## src/rtl/tmr_fault_monitor_pkg.sv

```systemverilog
// Shared definitions for the TMR fault monitor: voter outcome codes,
// FSM state encoding, vote classification helpers and log entry width.
package tmr_fault_monitor_pkg;

  localparam logic [2:0] VOTE_AGREE = 3'b000;
  localparam logic [2:0] VOTE_A     = 3'b001;
  localparam logic [2:0] VOTE_B     = 3'b010;
  localparam logic [2:0] VOTE_C     = 3'b100;
  localparam logic [2:0] VOTE_NOMAJ = 3'b111;

  localparam int unsigned LOG_STAMP_W = 16;
  localparam int unsigned LOG_W       = LOG_STAMP_W + 3;

  typedef enum logic [2:0] {
    ST_MONITOR,
    ST_SUSPECT,
    ST_RESYNC_REQ,
    ST_RESYNC_WAIT,
    ST_FATAL
  } state_e;

  typedef enum logic [1:0] {
    V_AGREE,
    V_SINGLE,
    V_NOMAJ
  } vote_kind_e;

  // Any code other than the four defined outcomes counts as no majority.
  function automatic vote_kind_e classify_vote(input logic [2:0] v);
    vote_kind_e k;
    case (v)
      VOTE_AGREE:               k = V_AGREE;
      VOTE_A, VOTE_B, VOTE_C:   k = V_SINGLE;
      default:                  k = V_NOMAJ;
    endcase
    return k;
  endfunction

  // One-hot {C,B,A} of the outvoted core, or zero when not a single-core outvote.
  function automatic logic [2:0] outvoted_core(input logic [2:0] v);
    logic [2:0] h;
    case (v)
      VOTE_A, VOTE_B, VOTE_C: h = v;
      default:                h = '0;
    endcase
    return h;
  endfunction

endpackage

```

## src/rtl/tmr_fault_monitor_log_fifo.sv

```systemverilog
// Four-entry event FIFO for the fault log. Present only when FAULT_LOG_EN
// is defined. A write into a full FIFO is dropped and latches overflow,
// unless a read in the same cycle frees a slot.
`ifdef FAULT_LOG_EN
module fault_log_fifo
  import tmr_fault_monitor_pkg::*;
#(
  parameter int unsigned DEPTH = 4,
  parameter int unsigned W     = LOG_W
) (
  input  logic         clk,
  input  logic         rst_in,
  input  logic         wr_en,
  input  logic [W-1:0] wr_data,
  input  logic         rd_en,
  output logic [W-1:0] rd_data,
  output logic         empty,
  output logic         overflow
);

  localparam int unsigned PTR_W = (DEPTH > 1) ? $clog2(DEPTH) : 1;
  localparam int unsigned OCC_W = $clog2(DEPTH + 1);

  logic [W-1:0]     mem [DEPTH];
  logic [PTR_W-1:0] wr_ptr;
  logic [PTR_W-1:0] rd_ptr;
  logic [OCC_W-1:0] occ;
  logic             full;
  logic             do_rd;
  logic             do_wr;

  // Read only when data exists; write when room exists or a read frees a slot.
  always_comb begin
    full    = (occ == OCC_W'(DEPTH));
    empty   = (occ == '0);
    do_rd   = rd_en && !empty;
    do_wr   = wr_en && (!full || do_rd);
    rd_data = mem[rd_ptr];
  end

  // Storage array, written at the tail.
  always_ff @(posedge clk) begin
    if (do_wr) mem[wr_ptr] <= wr_data;
  end

  // Pointers, occupancy and sticky overflow flag.
  always_ff @(posedge clk or negedge rst_in) begin
    if (!rst_in) begin
      wr_ptr   <= '0;
      rd_ptr   <= '0;
      occ      <= '0;
      overflow <= 1'b0;
    end else begin
      if (do_wr) wr_ptr <= (wr_ptr == PTR_W'(DEPTH - 1)) ? '0 : wr_ptr + PTR_W'(1);
      if (do_rd) rd_ptr <= (rd_ptr == PTR_W'(DEPTH - 1)) ? '0 : rd_ptr + PTR_W'(1);
      case ({do_wr, do_rd})
        2'b10:   occ <= occ + OCC_W'(1);
        2'b01:   occ <= occ - OCC_W'(1);
        default: occ <= occ;
      endcase
      if (wr_en && !do_wr) overflow <= 1'b1;
    end
  end

endmodule
`endif

```

## src/rtl/tmr_fault_monitor.sv

```systemverilog
// TMR fault monitor: tracks voter outvotes per core, requests resync of a
// repeatedly outvoted core, escalates to FATAL on no-majority or ack timeout.
// Optional event log enabled by defining FAULT_LOG_EN.
module tmr_fault_monitor
  import tmr_fault_monitor_pkg::*;
#(
  parameter int unsigned CONSEC_THRESH = 3,
  parameter int unsigned CNT_W         = 8,
  parameter int unsigned ACK_TIMEOUT   = 16
) (
  input  logic             clk,
  input  logic             rst_in,
  input  logic [2:0]       Voter_state,
  input  logic             vote_valid,
  input  logic             resync_ack,
  input  logic             cnt_clr,
  input  logic             fatal_clr,
  output logic             resync_req,
  output logic [2:0]       resync_core,
  output logic             fatal,
  output logic [CNT_W-1:0] fault_cnt_a,
  output logic [CNT_W-1:0] fault_cnt_b,
  output logic [CNT_W-1:0] fault_cnt_c,
  output logic [7:0]       resync_cnt
`ifdef FAULT_LOG_EN
  ,
  input  logic             log_rd,
  output logic             log_empty,
  output logic             log_overflow,
  output logic [LOG_W-1:0] log_data
`endif
);

  localparam int unsigned TMO_W    = (ACK_TIMEOUT > 1) ? $clog2(ACK_TIMEOUT) : 1;
  localparam logic [TMO_W-1:0] TMO_LAST = TMO_W'(ACK_TIMEOUT - 1);
  localparam logic [3:0]       THRESH   = 4'(CONSEC_THRESH);

  state_e           state;
  logic [2:0]       suspect;
  logic [3:0]       consec;
  logic [3:0]       consec_inc;
  logic [TMO_W-1:0] tmo;
  logic [CNT_W-1:0] fault_cnt [3];
  vote_kind_e       vkind;
  logic [2:0]       core_hot;
  logic             v_single;
  logic             v_agree;
  logic             v_nomaj;

  // Decode the voter outcome, qualified by vote_valid.
  always_comb begin
    vkind      = classify_vote(Voter_state);
    core_hot   = outvoted_core(Voter_state);
    v_single   = vote_valid && (vkind == V_SINGLE);
    v_agree    = vote_valid && (vkind == V_AGREE);
    v_nomaj    = vote_valid && (vkind == V_NOMAJ);
    consec_inc = consec + 4'd1;
  end

  // Monitor FSM with registered resync_req / resync_core / fatal.
  always_ff @(posedge clk or negedge rst_in) begin
    if (!rst_in) begin
      state       <= ST_MONITOR;
      suspect     <= '0;
      consec      <= '0;
      tmo         <= '0;
      resync_req  <= 1'b0;
      resync_core <= '0;
      fatal       <= 1'b0;
      resync_cnt  <= '0;
    end else begin
      case (state)
        ST_MONITOR: begin
          if (v_nomaj) begin
            state       <= ST_FATAL;
            fatal       <= 1'b1;
            resync_req  <= 1'b0;
            resync_core <= '0;
          end else if (v_single) begin
            suspect <= core_hot;
            consec  <= 4'd1;
            if (CONSEC_THRESH == 1) begin
              state       <= ST_RESYNC_REQ;
              resync_req  <= 1'b1;
              resync_core <= core_hot;
              tmo         <= '0;
            end else begin
              state <= ST_SUSPECT;
            end
          end
        end
        ST_SUSPECT: begin
          if (v_nomaj) begin
            state       <= ST_FATAL;
            fatal       <= 1'b1;
            resync_req  <= 1'b0;
            resync_core <= '0;
          end else if (v_agree) begin
            consec <= '0;
            state  <= ST_MONITOR;
          end else if (v_single) begin
            if (core_hot == suspect) begin
              consec <= consec_inc;
              if (consec_inc >= THRESH) begin
                state       <= ST_RESYNC_REQ;
                resync_req  <= 1'b1;
                resync_core <= suspect;
                tmo         <= '0;
              end
            end else begin
              suspect <= core_hot;
              consec  <= 4'd1;
            end
          end
        end
        ST_RESYNC_REQ: begin
          // Timeout advances every cycle regardless of vote_valid; an ack in
          // the last allowed cycle is checked before the timeout.
          if (v_nomaj) begin
            state       <= ST_FATAL;
            fatal       <= 1'b1;
            resync_req  <= 1'b0;
            resync_core <= '0;
            tmo         <= '0;
          end else if (resync_ack) begin
            state       <= ST_RESYNC_WAIT;
            resync_req  <= 1'b0;
            resync_core <= '0;
            tmo         <= '0;
          end else if (tmo == TMO_LAST) begin
            state       <= ST_FATAL;
            fatal       <= 1'b1;
            resync_req  <= 1'b0;
            resync_core <= '0;
            tmo         <= '0;
          end else begin
            tmo <= tmo + TMO_W'(1);
          end
        end
        ST_RESYNC_WAIT: begin
          if (v_nomaj) begin
            state <= ST_FATAL;
            fatal <= 1'b1;
          end else if (v_agree) begin
            if (resync_cnt != '1) resync_cnt <= resync_cnt + 8'd1;
            consec <= '0;
            state  <= ST_MONITOR;
          end
        end
        ST_FATAL: begin
          if (fatal_clr) begin
            state  <= ST_MONITOR;
            fatal  <= 1'b0;
            consec <= '0;
          end
        end
        default: begin
          state       <= ST_MONITOR;
          resync_req  <= 1'b0;
          resync_core <= '0;
          fatal       <= 1'b0;
        end
      endcase
    end
  end

  // Per-core saturating outvote counters; clear wins over increment.
  always_ff @(posedge clk or negedge rst_in) begin
    if (!rst_in) begin
      for (int unsigned i = 0; i < 3; i++) fault_cnt[i] <= '0;
    end else if (cnt_clr) begin
      for (int unsigned i = 0; i < 3; i++) fault_cnt[i] <= '0;
    end else if (v_single && (state != ST_FATAL)) begin
      for (int unsigned i = 0; i < 3; i++) begin
        if (core_hot[i] && (fault_cnt[i] != '1)) fault_cnt[i] <= fault_cnt[i] + CNT_W'(1);
      end
    end
  end

  assign fault_cnt_a = fault_cnt[0];
  assign fault_cnt_b = fault_cnt[1];
  assign fault_cnt_c = fault_cnt[2];

`ifdef FAULT_LOG_EN
  logic [LOG_STAMP_W-1:0] stamp;
  logic                   log_wr;

  // Free-running cycle stamp for log entries.
  always_ff @(posedge clk or negedge rst_in) begin
    if (!rst_in) stamp <= '0;
    else         stamp <= stamp + LOG_STAMP_W'(1);
  end

  // Log every valid outcome other than full agreement.
  always_comb begin
    log_wr = vote_valid && (Voter_state != VOTE_AGREE);
  end

  fault_log_fifo #(
    .DEPTH (4),
    .W     (LOG_W)
  ) u_log (
    .clk      (clk),
    .rst_in   (rst_in),
    .wr_en    (log_wr),
    .wr_data  ({stamp, Voter_state}),
    .rd_en    (log_rd),
    .rd_data  (log_data),
    .empty    (log_empty),
    .overflow (log_overflow)
  );
`endif

endmodule

```

## config.mk

```make
export PLATFORM = sky130hd
export DESIGN_NAME = tmr_fault_monitor
export DESIGN_NICKNAME = d
export VERILOG_FILES = /design/src/rtl/tmr_fault_monitor_pkg.sv /design/src/rtl/tmr_fault_monitor_log_fifo.sv /design/src/rtl/tmr_fault_monitor.sv
export SDC_FILE = /design/constraint.sdc
export NUM_CORES = 1
export LEC_CHECK = 0
export ABC_AREA = 1
export CORE_UTILIZATION = 40
export CTS_CLUSTER_SIZE = 12
export DETAILED_ROUTE_END_ITERATION = 8
export PLACE_DENSITY_LB_ADDON = 0.15
export SYNTH_ARGS = -nofsm -noshare
export SYNTH_HDL_FRONTEND = slang
export SYNTH_SLANG_ARGS = --single-unit
export TNS_END_PERCENT = 5
```

## constraint.sdc

```tcl
create_clock -name clk -period 2.1 [get_ports clk]
set_clock_uncertainty 0.1 [all_clocks]
set_input_delay 0.42 -clock clk [delete_from_list [all_inputs] [get_ports clk]]
set_output_delay 0.42 -clock clk [all_outputs]
set_load 0.005 [all_outputs]
```

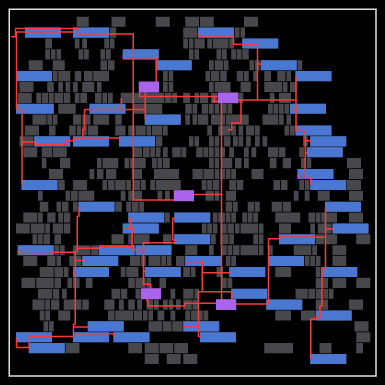
(images/clock_wires.png)
Drawn at 4 px/um.
[clock-net drivers] purple | count: 5
[flip-flops] blue | count: 51
[clock wires] red | length: 698 um
flops lie: widely spread
Clk pwr share: 22.5%
clk_lat worst skew: 0.32 ns
clock group power: 0.702 mW

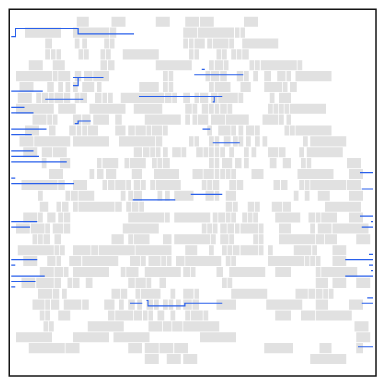
(images/m3.png)
Drawn at 4 px/um. Cells faint in the background.
main direction: horizontal
longest straight run: 20.5 um
wire length on this layer: 278 um
GR Util met3: 3.77%
vias: 2897
final WL: 7050 um

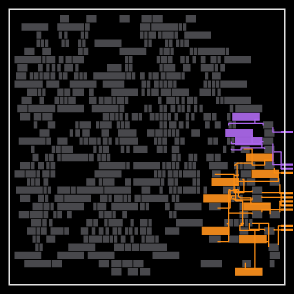
(images/port_trees.png)
Drawn at 3 px/um.
[resync_core] purple | direction: output | edge: right | end cells: 3 | buffers: 3 | wire: 66.6 um
[resync_cnt] orange | direction: output | edge: right | end cells: 8 | buffers: 8 | wire: 264 um

==> flow_metrics.tcl <==
# metrics dict for downstream scripts
set metrics [dict create \
    synth_area_leader_cell "dfrtp_1" \
    warnings 27 \
    final-setup-viol-count 0 \
    leakage_nw 2.02 \
    wl_per_cell_um 11.9 \
    port_buffers 45 \
    max_slew_margin_pct 70.7 \
    io_pins 46 \
    synth_top_area_share_pct 40.0 \
    clk_pin_slew_worst_paths_ns 0.10 \
    cp-start-kind "primary input" \
    cts_htree_levels 2 \
    dr.pass1.iters 4 \
    reg2reg_slack_ns 0.22 \
    ys_cells 417 \
    gp_congestion 0.832 \
    cap_violations 0 \
    mostFrequentLayoutCell "nand2_1" \
    grt_usage_pct 18.2 \
    wl_met3_um 277 \
    chip_area_um2 8340 \
    hold_ws_ns 0.384 \
    hold_viol 0 \
    die_w_um 91.3 \
    seqPwrFrac_pct 38.7 \
    crit_type "in2reg" \
    fin_crit_ns 1.89 \
    synth_area_per_cell_um2 7.65 \
    cp.arrival_ns 2.01 \
    die.size.y_um 91.3 \
    grt_setup_unrepaired "false" \
    ys_area_um2 3190 \
    floorplan.nets 433 \
    antenna_found_initial 0 \
    coreArea_um2 7730 \
    syn_area_um2 3190 \
    max_clock_freq_ghz 0.529 \
    drt_iter0_markers 108 \
    hp-class "reg2reg" \
    highest_layer "met4" \
    cts_tree "yes" \
    met2_length_um 3410 \
    synth_seq_share_pct 40.0 \
    edf_count 0 \
    grt_pass1_vias 2740 \
    pwr-share-comb_pct 38.8 \
    finalSetupTns_ns 0 \
    hpwlAfterDp_um 5420 \
    grt_max_degree 35 \
    power_density_nw_per_um2 771 \
    drv_slew 0 \
    ys.flop_type "dfrtp_1" \
    power.switching_mw 1.20 \
    cts_sinks 51 \
    switching_share_pct 38.6 \
    fin_ws_ns 0.209 \
    ir_worst_vdd_mv 0.418 \
    wl_met1_um 3250 \
    drc 0 \
    internal_power_mw 1.92 \
    grt_overflow 0 \
    async_flop_share_pct 100 \
    yosysWarnings 0 \
    tightestPinTransition_ns 0.439 \
    drive_above_1_share_pct 15.5 \
    initCoreUtil_pct 41.3 \
    cts-root-buf "clkbuf_8" \
    cts_buffers 5 \
    syn_inst 417 \
    detail-route-antenna-nets 0 \
    finalClockPeriodUsage_pct 90.1 \
    ctsLongestPathBuffers 2 \
    status "finished clean" \
    n_antenna_cell 0 \
    lay_top_cells "127 x nand2_1, 50 x dfrtp_1, 44 x clkdlybuf4s50_1, 43 x inv_1, 37 x nand3_1" \
    worstPathMaxFanout 10 \
    syn2layout_area_growth_pct 26.8 \
    yosysUniqueCellTypes 35 \
    cp.required_ns 2.22 \
    fp-row-count 32 \
    topCellsByArea "dfrtp_1 40%, nand2_1 15%, nand3_1 5.8%" \
    endpoint_kind "flip-flop" \
    vias_per_cell 4.90 \
    grt_pass1_wl_um 12200 \
    finalNetCount 504 \
    ys.flops 51 \
    pre_cts_ws_ns -0.143 \
]
-- worst max-delay path, stage by stage --
cell and delay, ns:
clkdlybuf4s50_1 0.51, nor2_4 0.19, nor2_2 0.06, nor2_4 0.10, nand3_4 0.13, nor2_8 0.19, nand2_4 0.13, clkinv_2 0.10
nand3_1 0.08, nand2_1 0.07, nor2_1 0.04
-- power groups by stage --
stage / registers, mW / clock network, mW / logic [mW]
finish: 1.21 / 0.702 / 1.21
global route: 1.23 / 0.766 / 1.39
CTS: 1.20 / 0.729 / 1.23
detailed placement: 1.22 / 0 / 1.22
global placement: 1.22 / 0 / 1.20
floorplan: 1.20 / 0 / 0.832
-- path summary, 6_finish.rpt --
path	start	endpoint	cells after the start
worst max-delay path	Voter_state[0]	fault_cnt_b[6]	11
worst min-delay path	resync_core[1]	resync_core[1]	2
worst max register to register	fault_cnt_c[1]	fault_cnt_c[6]	11
worst min register to register	resync_core[1]	resync_core[1]	2
max in group asynchronous	rst_in	fault_cnt_c[0]	3
min in group asynchronous	rst_in	resync_cnt[4]	2
-- cell families (layout without fill, tap and decap cells) --
group                    after synthesis  count (layout)  share of synthesized area [%]
multiplexers                           3               3                           1.06
adder cells (fa/ha/maj)                7               7                           2.74
flip-flops                            51              51                           40.0
XOR/XNOR                              18              18                           4.94
AND-OR/OR-AND                         36              36                           6.86
buffers and inverters                 54             126                           6.43
AND/OR/NAND/NOR                      248             248                           38.0
-- flip-flops by register name, indices dropped and copies added (netlist names) --
signal	cells
fault_cnt_a	8
fault_cnt_b	8
fault_cnt_c	8
resync_cnt	8
consec	4
tmo	4
resync_core	3
state	3
suspect	3
fatal	1
resync_req	1
-- cell type report --
| class | count | area [um^2] |
|---|---|---|
| clock inverter | 3 | 43.8 |
| tap | 102 | 128 |
| multi-input combinational | 312 | 1710 |
| clock buffer | 5 | 68.8 |
| inverter | 51 | 193 |
| fill | 722 | 3680 |
| timing repair buffer | 67 | 626 |
| sequential | 51 | 1280 |
-- through the flow --
step / power (mW) / std cells / area (um^2) / util [%]
after floorplan: 2.03 / 417 / 3190 / -
after global placement: 2.42 / 582 / 3920 / 50.8
after detailed placement: 2.44 / 582 / 3920 / 50.8
after CTS: 3.16 / 591 / 4050 / 52.3
after global routing: 3.38 / 591 / 4050 / 52.4
final: 3.12 / 591 / 4050 / 52.4
-- per-layer routing --
layer / global-route usage [%] / vias to the layer above
li1: - / 1492
met1: 22.9 / 1344
met2: 31.3 / 54
met3: 3.77 / 7
met4: 5.95 / 0
met5: 0 / -
-- cells in the mapped netlist (all sizes together) (2+ instances only) --
cell / count
ha: 7
xnor2: 3
o21ai: 22
mux2: 3
a21oi: 6
nand4: 13
nand2: 135
clkbuf: 2
dfrtp: 51
o31ai: 4
nand3: 41
inv: 50
nor2: 41
or2: 3
xor2: 15
a31oi: 2
nor3: 14
-- timing repair --
action / in CTS / in global routing
buffers inserted: 0 / 0
gates resized: 0 / 1
hold buffers: 1 / 0
setup endpoints to repair: 0 / 1
hold endpoints to repair: 17 / 0
Power is estimated from default activity; no workload was simulated.
